File: src/rtl/gate_test_pkg.sv
// Shared types and truth-table constants for the 2-input gate exerciser.
package gate_test_pkg;

  typedef enum logic [2:0] {
    IDLE   = 3'd0,
    DRIVE  = 3'd1,
    SETTLE = 3'd2,
    CHECK  = 3'd3,
    DONE   = 3'd4
  } state_t;

  // Bit idx of each table is the expected z for input vector idx = {x,y}.
  localparam logic [3:0] TT_AND  = 4'b1000;
  localparam logic [3:0] TT_OR   = 4'b1110;
  localparam logic [3:0] TT_XOR  = 4'b0110;
  localparam logic [3:0] TT_NAND = 4'b0111;

  localparam int ERR_W = 8;

endpackage

File: src/rtl/gate_exerciser.sv
// Sweeps all four {x,y} vectors into a 2-input gate, compares z_i to TRUTH_TABLE, counts mismatches.
// Optional GATE_EXERCISER_STOP_ON_FAIL_EN: end the run at the first mismatch, keeping the failing vector.
//
// state  | meaning
// IDLE   | waiting for start; outputs hold results of the last run
// DRIVE  | register x_o/y_o from vector_idx
// SETTLE | wait SETTLE_CYCLES for the gate output to settle
// CHECK  | compare z_i, advance vector / sweep
// DONE   | one-cycle completion pulse
module gate_exerciser
  import gate_test_pkg::*;
#(
  parameter int         SETTLE_CYCLES = 2,
  parameter int         N_PASSES      = 1,
  parameter logic [3:0] TRUTH_TABLE   = TT_AND
) (
  input  logic             clk,
  input  logic             rst,
  input  logic             start,
  output logic             x_o,
  output logic             y_o,
  input  logic             z_i,
  output logic             busy,
  output logic             done,
  output logic             pass,
  output logic [ERR_W-1:0] err_count,
  output logic [1:0]       vector_idx
);

`ifdef GATE_EXERCISER_STOP_ON_FAIL_EN
  localparam bit STOP_ON_FAIL = 1'b1;
`else
  localparam bit STOP_ON_FAIL = 1'b0;
`endif

  localparam logic [3:0]       SETTLE_LOAD = (SETTLE_CYCLES > 0) ? 4'(SETTLE_CYCLES - 1) : 4'd0;
  localparam logic [7:0]       PASS_LAST   = 8'(N_PASSES - 1);
  localparam logic [ERR_W-1:0] ERR_MAX     = '1;
  localparam logic [3:0]       TT          = TRUTH_TABLE;

  state_t           state, state_nx;
  logic             x_nx, y_nx, pass_nx, mismatch;
  logic [ERR_W-1:0] err_nx;
  logic [1:0]       vidx_nx;
  logic [7:0]       pass_cnt, pcnt_nx;
  logic [3:0]       settle_cnt, scnt_nx;

  always_ff @(posedge clk) begin
    if (rst) begin
      state      <= IDLE;
      x_o        <= 1'b0;
      y_o        <= 1'b0;
      pass       <= 1'b0;
      err_count  <= '0;
      vector_idx <= 2'd0;
      pass_cnt   <= 8'd0;
      settle_cnt <= 4'd0;
    end else begin
      state      <= state_nx;
      x_o        <= x_nx;
      y_o        <= y_nx;
      pass       <= pass_nx;
      err_count  <= err_nx;
      vector_idx <= vidx_nx;
      pass_cnt   <= pcnt_nx;
      settle_cnt <= scnt_nx;
    end
  end

  always_comb begin
    state_nx = state;
    x_nx     = x_o;
    y_nx     = y_o;
    pass_nx  = pass;
    err_nx   = err_count;
    vidx_nx  = vector_idx;
    pcnt_nx  = pass_cnt;
    scnt_nx  = settle_cnt;
    mismatch = 1'b0;
    busy     = (state == DRIVE) || (state == SETTLE) || (state == CHECK);
    done     = (state == DONE);

    case (state)
      IDLE: begin
        if (start) begin
          state_nx = DRIVE;
          err_nx   = '0;
          vidx_nx  = 2'd0;
          pcnt_nx  = 8'd0;
          pass_nx  = 1'b0;
        end
      end
      DRIVE: begin
        x_nx = vector_idx[1];
        y_nx = vector_idx[0];
        if (SETTLE_CYCLES == 0) begin
          state_nx = CHECK;
        end else begin
          state_nx = SETTLE;
          scnt_nx  = SETTLE_LOAD;
        end
      end
      SETTLE: begin
        if (settle_cnt == 4'd0) state_nx = CHECK;
        else                    scnt_nx  = settle_cnt - 4'd1;
      end
      CHECK: begin
        mismatch = (z_i != TT[vector_idx]);
        if (mismatch && (err_count != ERR_MAX)) err_nx = err_count + 8'd1;
        if (STOP_ON_FAIL && mismatch) begin
          // Hold vector_idx and x_o/y_o on the failing vector for debug.
          state_nx = DONE;
          pass_nx  = 1'b0;
        end else begin
          vidx_nx = vector_idx + 2'd1;
          if (vector_idx == 2'd3) begin
            if (pass_cnt == PASS_LAST) begin
              state_nx = DONE;
              pass_nx  = (err_nx == '0);
            end else begin
              pcnt_nx  = pass_cnt + 8'd1;
              state_nx = DRIVE;
            end
          end else begin
            state_nx = DRIVE;
          end
        end
      end
      DONE:    state_nx = IDLE;
      default: state_nx = IDLE;
    endcase
  end

endmodule

File: config.mk
export PLATFORM = sky130hd
export DESIGN_NAME = gate_exerciser
export DESIGN_NICKNAME = d
export VERILOG_FILES = /design/src/rtl/gate_test_pkg.sv /design/src/rtl/gate_exerciser.sv
export SDC_FILE = /design/constraint.sdc
export NUM_CORES = 1
export LEC_CHECK = 0
export CAP_MARGIN = 20
export CORE_AREA = 3 3 68 70
export CTS_BUF_LIST = sky130_fd_sc_hd__clkbuf_4
export DETAILED_ROUTE_END_ITERATION = 10
export DIE_AREA = 0 0 71 73
export SYNTH_ARGS = -nofsm -noshare
export SYNTH_HDL_FRONTEND = slang
export SYNTH_SLANG_ARGS = --single-unit
File: constraint.sdc
create_clock -name clk -period 1.9 [get_ports clk]
set_input_delay 0.19 -clock clk [delete_from_list [all_inputs] [get_ports clk]]
set_output_delay 0.19 -clock clk [all_outputs]
set_load 0.02 [all_outputs]
run_1/met2.png
Cells faint in the background.
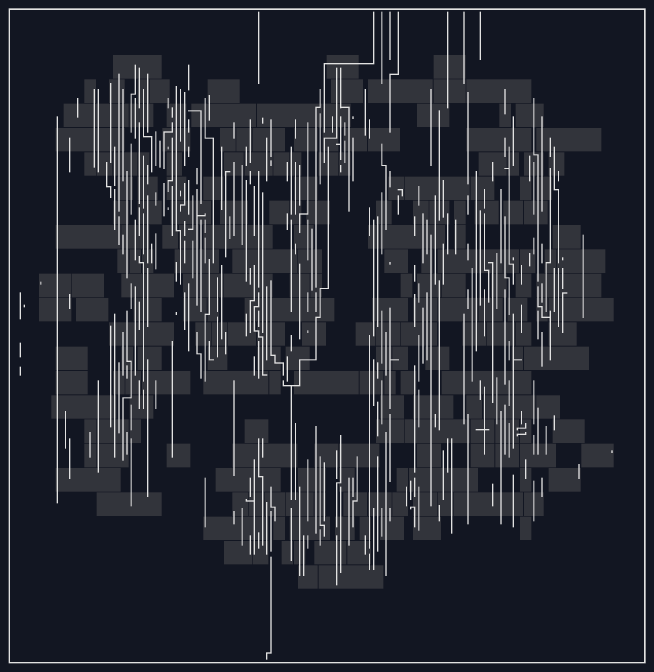
The layer carries 1980 µm of wire. 204 nets have wire on it. The layer holds 48% of the routed length. The longest straight run is 43.2 µm. The wires run mostly vertical.
total routed wirelength: 4130 µm
global-route met2 utilization: 0.267

run_1/final_placement.png
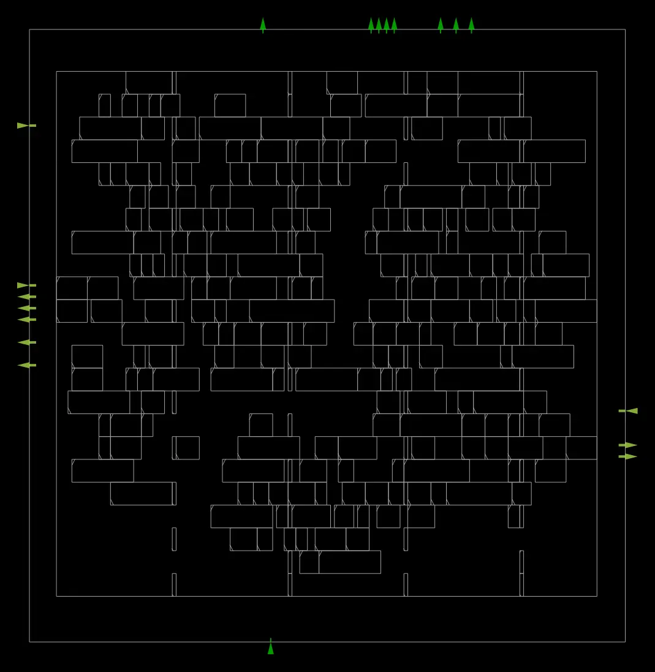
number of filler instances in the final layout: 382
fraction of area in registers: 0.276

run_1/clock_map.png
Scale bar: 20 µm.
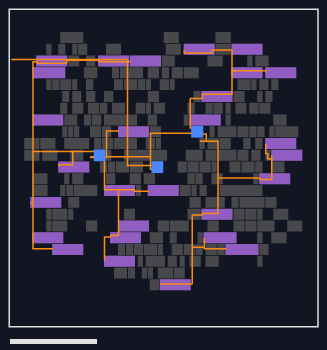
Orange is clock wires, length 371 µm. Blue is cells driving clock nets, count 3. Purple is flip-flops, count 28.
There are 4 routed clock nets.
Clock Power Share: 0.210
power attributed to the clock group: 254 µW
clock skew after layout: 3.38 ps
clock latency on the worst-skew pair: 330 ps

==> metrics.sh, run 1 <==
NETLIST_TOP_CELLS_COUNT='sky130_fd_sc_hd__dfxtp_1, sky130_fd_sc_hd__nor2_1, sky130_fd_sc_hd__nand2_1'
GR-TOTAL-OVERFLOW=0
LAYOUT-AREA-OVERHEAD-VS-SYNTH_PCT=28.2
POWER_PER_STANDARD_CELL_AREA_nW_PER_UM2=592
LAYOUT_SETUP_WS_PS=87.1
COUNT_OF_FLIP_FLOPS_WITH_A_BUILT_IN_ENABLE_AFTER_SYNTHESIS=0
DRT_FIRST_PASS_ITERS=4
SYNTH.LIB_CELLS_USED.DISTINCT=49
CAPTURING_INSTANCE_OR_PORT_OF_THE_CRITICAL_PATH='done'
CRITPATHSLOWESTCELL='sky130_fd_sc_hd__clkdlybuf4s50_1'
CTS.REPORTEDPATHS.CLKPINSLEW_PS=150
TOTAL_POWER_mW=1.21
INITCOREUTIL=0.396
SWITCHING_SHARE=0.318
FINAL_MAX_SLEW_VIOL_COUNT=0
SYN_AVG_CELL_AREA_UM2=8.58
FMAXACHIEVABLE_MHz=552
IR_DROP_mV=0.332
CRITICAL-PATH-MAX-STAGE-DELAY_PS=590
CHIP_AREA_UM2=5180
GR-USAGE-MET3=0.0413
BUSIEST_LAYER='met2'
MIN_TO='x_o'
FINAL_PERIOD_MINUS_WORST_SETUP_SLACK_PS=1810
FIN_CRIT_SH=0.954
MUXSHAREOFSYNTHAREA=0.0219
REQUIRED_PS=1710
OUTCOME='finished clean'
IO_BUFFERS=18
PLACE_WORST_SETUP_SLACK_PS=-105
WIRELENGTH_MET1_UM=1920
CRITICAL_PATH.TOP_DELAY_FAMILY='buffers and inverters'
MAX_CAP_VIOL_COUNT=0
MET3WIRELENGTH_UM=193
DRIVE_GT1_FRAC=0.196
TIMING.CRITICAL_PATH.FROM_TYPE='flip-flop'
CRITICAL_PATH_BUF_INV_COUNT=1
GRT_SETUP_UNREPAIRED='no'
FINISH.INSTANCE_AREA_UM2=2050
YOSYSTOPAREACELLSHARE=0.351
REMAINING_DRC_ERRORS=0
CTS_TREE='yes'
DPL-INSTANCE-AREA_UM2=1990
GRT_UTIL_OVERALL=0.161
TIMING.REG2REG.WORST_PATH_DEPTH=6
[run 1: tightest hold or removal path: stages (launching register included)]
cell	delay, ps
sky130_fd_sc_hd__dfxtp_1	360
sky130_fd_sc_hd__mux2i_1	70
sky130_fd_sc_hd__nor2_1	80
[run 1: repair_timing]
item                       CTS  global route
hold buffers                 0             0
pin swaps                    0             1
setup endpoints to repair    2             8
hold endpoints to repair     0             0
gates resized                1             6
[run 1: state kept, by name (all words and copies together) (netlist names)]
name and cells:
y_o 1, pass 1, vector_idx 2, pass_cnt 8, settle_cnt 4, x_o 1
err_count 8, state 3
[run 1: final cells by class]
type,instances,area (µm²)
sequential,28,564
tap,50,62.6
clock buffer,3,22.5
clock inverter,1,3.75
inverter,4,15.0
fill,382,1980
multi-input combinational,147,1020
timing repair buffer,42,360
==> run 2, diff against run 1 <==
--- a/config.mk
+++ b/config.mk
@@ -6,10 +6,11 @@
 export NUM_CORES = 1
 export LEC_CHECK = 0
 export CAP_MARGIN = 20
-export CORE_AREA = 3 3 68 70
+export CORE_AREA = 3 3 57 59
 export CTS_BUF_LIST = sky130_fd_sc_hd__clkbuf_4
 export DETAILED_ROUTE_END_ITERATION = 10
-export DIE_AREA = 0 0 71 73
+export DIE_AREA = 0 0 60 62
+export PLACE_DENSITY = 0.8
 export SYNTH_ARGS = -nofsm -noshare
 export SYNTH_HDL_FRONTEND = slang
 export SYNTH_SLANG_ARGS = --single-unit
run_2/clock_map.png
Scale bar: 20 µm.
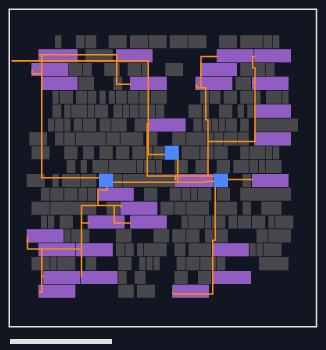
Blue is cells driving clock nets, count 3. Purple is flip-flops, count 28. Orange is clock wires, length 319 µm.
Position of the flops: spread over the die. There are 4 routed clock nets.
power attributed to the clock group: 250 µW
clock latency on the worst-skew pair: 320 ps

run_2/final_placement.png
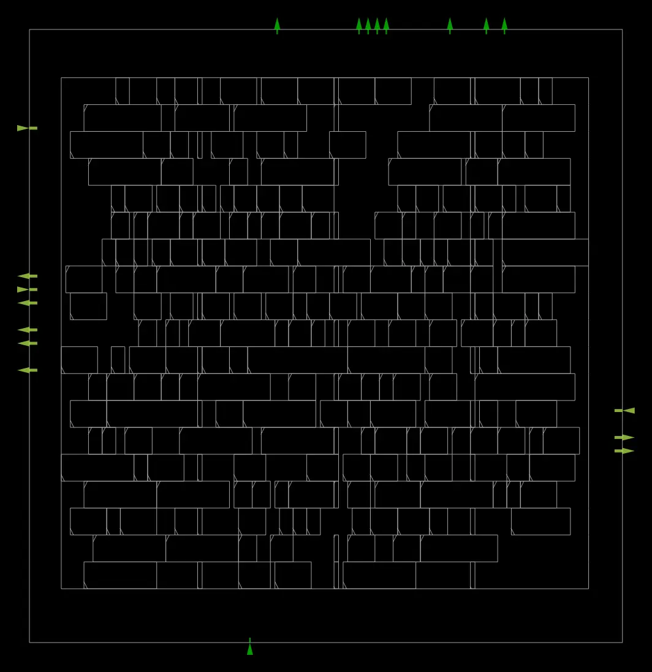
number of standard cells in the layout, taps in and fillers out: 254
final sequential cell count: 28

run_2/gate_families.png
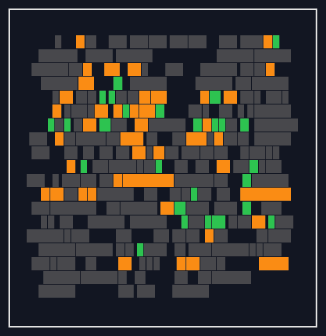
Green is NAND gates, cells 26, most used nand2_1. Orange is inverting AOI/OAI gates, cells 42, most used a21oi_1.
most used logic cell in the final layout: sky130_fd_sc_hd__dfxtp_1
multi-input logic portion of the cell area: 0.508

==> run 2 against run 1 <==
Effect of this change:
- worst hold slack worse by 17 ps
- cell count is 7.6% lower
- register-to-register slack hardly changed
- sequential share of layout area is 0.39 points higher
- core utilization is 22 points higher
- via count is 1.5% higher
- cell area is 1.4% lower
- clock skew is 1.6 ps lower
- synthesized cell count stayed put
- global-route usage is 6.3 points higher
- fmax is 0.12% higher
- worst setup slack better by 2.2 ps
- largest cell class unchanged
==> metrics.sh, run 2 <==
OUTCOME='finished clean'
SYNTHAOIAREAFRAC=0.225
TOP_LAYER='met4'
DPL-INSTANCE-AREA_UM2=1950
ROUTE.FINAL.WIRE_LENGTH_UM=3990
DRT_FIRST_PASS_ITERS=4
CTS.SINKS=28
CHIP_AREA_UM2=3720
TIMING.CRITICAL_PATH.FROM_TYPE='flip-flop'
DESIGN.FINAL.NETS=233
TOTALNEGATIVESETUPSLACK_PS=0
CTS_TREE='yes'
YOSYSTOPAREACELLSHARE=0.351
CP.ARRIVAL_PS=2050
TOTAL_INSERTED_ANTENNA_CELLS=0
BUSIEST_LAYER='met2'
MAX_CAP_VIOL_COUNT=0
ANTENNA_FOUND_INITIAL=0
CRITICAL_PATH.TOP_DELAY_FAMILY='XOR/XNOR gates'
FINAL_CELL_MIX='sky130_fd_sc_hd__dfxtp_1, sky130_fd_sc_hd__buf_4, sky130_fd_sc_hd__nor2_1'
CRITICAL_PATH_BUF_INV_COUNT=1
FINAL_PERIOD_MINUS_WORST_SETUP_SLACK_PS=1810
FIN_WORST_SKEW_PS=1.81
TIMING.REG2REG.WORST_PATH_DEPTH=7
CRITPATHSLOWESTCELL='sky130_fd_sc_hd__xnor2_1'
GRT_SETUP_UNREPAIRED='no'
GRT_START_MAX_NET_PINS=16
INITCOREUTIL=0.579
FMAXACHIEVABLE_MHz=552
SYNTHESIS.AREA_UM2=1600
VIA_TOTAL_AFTER_DETAILED_ROUTING=1591
MUXSHAREOFSYNTHAREA=0.0219
SLEW-LIMIT-HEADROOM=0.635
WIRELENGTH_MET1_UM=1650
CRITICAL-PATH-MAX-STAGE-DELAY_PS=470
TOP_REGS='err_count: 8 flops, pass_cnt: 8 flops, settle_cnt: 4 flops'
REQUIRED_PS=2140
LEAKAGE_nW=0.749
TIMING.REG2REG.SETUP_SLACK_PS=90
IR_DROP_mV=0.548
SYNTHMOSTINSTANTIATEDCELL='sky130_fd_sc_hd__dfxtp_1'
SYNTH-ASYNC-RESET-RATIO=0
GR-TOTAL-OVERFLOW=0
LAYOUT-AREA-OVERHEAD-VS-SYNTH_PCT=26.4
DRIVE_GT1_FRAC=0.184
PLACE_WORST_SETUP_SLACK_PS=-121
SWITCHING_SHARE=0.313
CTS_MADE_BUFFERS=3
CELL_ACCOUNTING_FOR_THE_MOST_SYNTHESIZED_AREA='sky130_fd_sc_hd__dfxtp_1'
FIN_CRIT_SH=0.953
DRT-VIAS-PER-INSTANCE=6.26
YS_CELLS=186
NETLIST_TOP_CELLS_COUNT='sky130_fd_sc_hd__dfxtp_1, sky130_fd_sc_hd__nor2_1, sky130_fd_sc_hd__nand2_1'
GR-USAGE-MET3=0.0475
SYN_AVG_CELL_AREA_UM2=8.58
CORE_UM2=2760
GLOBAL_ROUTE.USAGE.MET2=0.414
DIE_W_UM=60
FINISH.INSTANCE_AREA_UM2=2020
SETUP_VIOL=0
MET3WIRELENGTH_UM=263
POWER_PER_STANDARD_CELL_AREA_nW_PER_UM2=592
REMAINING_DRC_ERRORS=0
CTS.REPORTEDPATHS.CLKPINSLEW_PS=150
CLOCK_TREE.HTREE_LEVEL_COUNT=1
GRT_UTIL_OVERALL=0.224
SYNTHTOPLOGICFAMILY='simple AND/OR/NAND/NOR gates'
HOLDCRITSTARTPOINT='state[2]'
PWR-SHARE-CLK=0.209
R2R_START='vector_idx[1]'
FINAL_MAX_SLEW_VIOL_COUNT=0
STAGE_LOG_WARNINGS=27
POWER.SEQUENTIAL.TOTAL_uW=642
IO_BUFFERS=18
MIN_TO='state[1]'
COUNT_OF_FLIP_FLOPS_WITH_A_BUILT_IN_ENABLE_AFTER_SYNTHESIS=0
CTS_HOLD_REPAIR.BUFFERS=0
TIMING_WORST_SETUP_PATH_TYPE='flip-flop to flip-flop'
SYNTH.LIB_CELLS_USED.DISTINCT=49
FP_NETS=195
IOPINCOUNT=19
LAYOUT_SETUP_WS_PS=89.3
COMB_CELL_POWER_uW=303
TOTAL_POWER_mW=1.20
SYNTHTOPCELLSBYAREA='sky130_fd_sc_hd__dfxtp_1, sky130_fd_sc_hd__nor2_1, sky130_fd_sc_hd__ha_1, sky130_fd_sc_hd__xor2_1, sky130_fd_sc_hd__a21oi_1'
CRIT_START='vector_idx[1]'
DRT.ANTENNA.VIOLATING_NETS=0
==> run 2: cell counts after synthesis <==
Identical to the previous run, type by type.
==> run 2: layout make-up <==
class,instances,area [µm²]
sequential,28,564
multi-input combinational,147,1030
clock buffer,3,22.5
inverter,4,15.0
clock inverter,1,3.75
timing repair buffer,40,348
tap,31,38.8
fill,207,739
==> run 2: how the worst max path moves through the flow <==
stage / to / slack [ps] / cells past startpoint
3_5_place_dp: pass_cnt[5] / -120 / 6
6_report: err_count[3] / 90 / 7
2_1_floorplan: pass / 10 / 6
3_3_place_gp: pass_cnt[7] / -40 / 6
4_1_cts: busy / 4 / 3
5_1_grt: busy / 20 / 3
==> run 2: repair_timing <==
item                       4_1_cts  5_1_grt
setup buffers                    0        0
gates resized                    1        7
setup endpoints to repair        1        7
==> run 3, diff against run 2 <==
--- a/config.mk
+++ b/config.mk
@@ -11,6 +11,7 @@
 export DETAILED_ROUTE_END_ITERATION = 10
 export DIE_AREA = 0 0 60 62
 export PLACE_DENSITY = 0.8
+export SLEW_MARGIN = 10
 export SYNTH_ARGS = -nofsm -noshare
 export SYNTH_HDL_FRONTEND = slang
 export SYNTH_SLANG_ARGS = --single-unit
run_3/cell_classes.png
Scale bar: 20 µm.
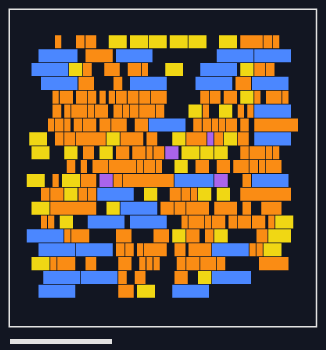
Purple is clock drivers and dummy loads, cells 4, share of their area 1.3%. Blue is flip-flops, cells 28, share of their area 29%. Orange is all other logic, cells 151, share of their area 53%. Yellow is other buffers and delay cells, cells 40, share of their area 18%.
post-route design area: 2020 µm²
core footprint: 2760 µm²

run_3/clock_map.png
Scale bar: 20 µm.
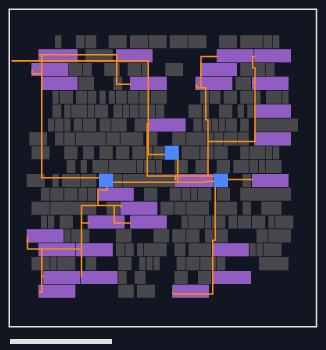
Purple is flip-flops, count 28. Blue is cells driving clock nets, count 3. Orange is clock wires, length 319 µm.
Position of the flops: spread over the die.
Clock Power Share: 0.209
clock skew after layout: 1.81 ps

run_3/gate_families.png
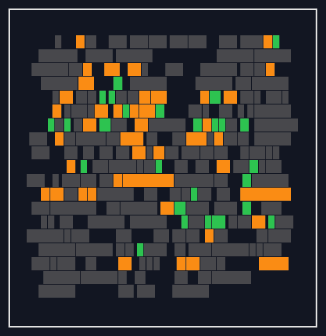
Orange is inverting AOI/OAI gates, cells 42, most used a21oi_1. Green is NAND gates, cells 26, most used nand2_1.

==> run 3 against run 2 <==
Effect of this change:
- worst setup slack unchanged
- synthesized area unchanged
- wire length unchanged
- worst hold slack unchanged
- critical path type unchanged
- largest cell class unchanged
==> metrics.sh, run 3 <==
LAYOUT.CELLS.NON_FILLER=254
VIA_TOTAL_AFTER_DETAILED_ROUTING=1591
FMAXACHIEVABLE_MHz=552
REMAINING_DRC_ERRORS=0
PLACE_WORST_SETUP_SLACK_PS=-121
REQUIRED_PS=2140
DESIGN.FINAL.NETS=233
TAPS=31
CTS.SINKS=28
POWER_PER_STANDARD_CELL_AREA_nW_PER_UM2=592
SYNTH.LIB_CELLS_USED.DISTINCT=49
CHIP_AREA_UM2=3720
CTS_TREE='yes'
CRITICAL_PATH.TOP_DELAY_FAMILY='XOR/XNOR gates'
FIN_CRIT_SH=0.953
LAYOUT_TOP_CELL='sky130_fd_sc_hd__dfxtp_1'
INITCOREUTIL=0.579
SETUP_VIOL=0
FINAL_CELL_MIX='sky130_fd_sc_hd__dfxtp_1, sky130_fd_sc_hd__buf_4, sky130_fd_sc_hd__nor2_1'
FP_NETS=195
DRT-VIAS-PER-INSTANCE=6.26
INSERTION_DELAY_PS=320
INVERTERS_EXCL_CLOCK=4
CTS.REPORTEDPATHS.CLKPINSLEW_PS=150
SYNTHAOIAREAFRAC=0.225
CTS_MADE_BUFFERS=3
TOP_REGS='err_count: 8 flops, pass_cnt: 8 flops, settle_cnt: 4 flops'
FINAL_PERIOD_MINUS_WORST_SETUP_SLACK_PS=1810
FINAL_MAX_SLEW_VIOL_COUNT=0
DIE_W_UM=60
IR_DROP_mV=0.548
SYNTHTOPLOGICFAMILY='simple AND/OR/NAND/NOR gates'
ROUTE.FINAL.WIRE_LENGTH_UM=3990
TOTALNEGATIVESETUPSLACK_PS=0
OUTCOME='finished clean'
TIMING.CRITICAL_PATH.FROM_TYPE='flip-flop'
CELL_ACCOUNTING_FOR_THE_MOST_SYNTHESIZED_AREA='sky130_fd_sc_hd__dfxtp_1'
FILL_CELLS=207
SH_SEQ_AREA=0.280
MULTI_INPUT_LOGIC_PORTION_OF_THE_CELL_AREA=0.508
TOP_AREA_CELL_CLASS='combinational gates'
CTS_HOLD_REPAIR.BUFFERS=0
TIMING.REG2REG.WORST_PATH_DEPTH=7
LOGIC_GATES=147
TOTAL_INSERTED_ANTENNA_CELLS=0
IOPINCOUNT=19
PATH_DEPTH=7
CP.ARRIVAL_PS=2050
DRT_FIRST_PASS_ITERS=4
DPL-INSTANCE-AREA_UM2=1950
LEAKAGE_nW=0.749
YOSYSTOPAREACELLSHARE=0.351
MAX_CAP_VIOL_COUNT=0
ANTENNA_FOUND_INITIAL=0
CRITICAL_PATH_BUF_INV_COUNT=1
NETLIST_TOP_CELLS_COUNT='sky130_fd_sc_hd__dfxtp_1, sky130_fd_sc_hd__nor2_1, sky130_fd_sc_hd__nand2_1'
SYNTHMOSTINSTANTIATEDCELL='sky130_fd_sc_hd__dfxtp_1'
SEQUENTIAL_STANDARD_CELL_AREA_UM2=564
HOLDCRITSTARTPOINT='state[2]'
[run 3: cell counts after synthesis]
No cell type changed its count.
[run 3: where the power goes]
part,switching [mW],internal (mW)
registers,0.0326,0.609
logic,0.169,0.134
clock network,0.173,0.0771
total,0.375,0.821
[run 3: layer usage]
| layer | wire [µm] | share of wire | global-route usage | up-vias |
|---|---|---|---|---|
| met5 | 0 | 0 | 0 | - |
| met4 | 55 | 0.014 | 0.0506 | 0 |
| met3 | 263 | 0.066 | 0.0475 | 9 |
| met2 | 2020 | 0.51 | 0.414 | 70 |
| met1 | 1650 | 0.41 | 0.265 | 744 |
| li1 | - | - | - | 768 |
Power is estimated from default activity; no workload was simulated.
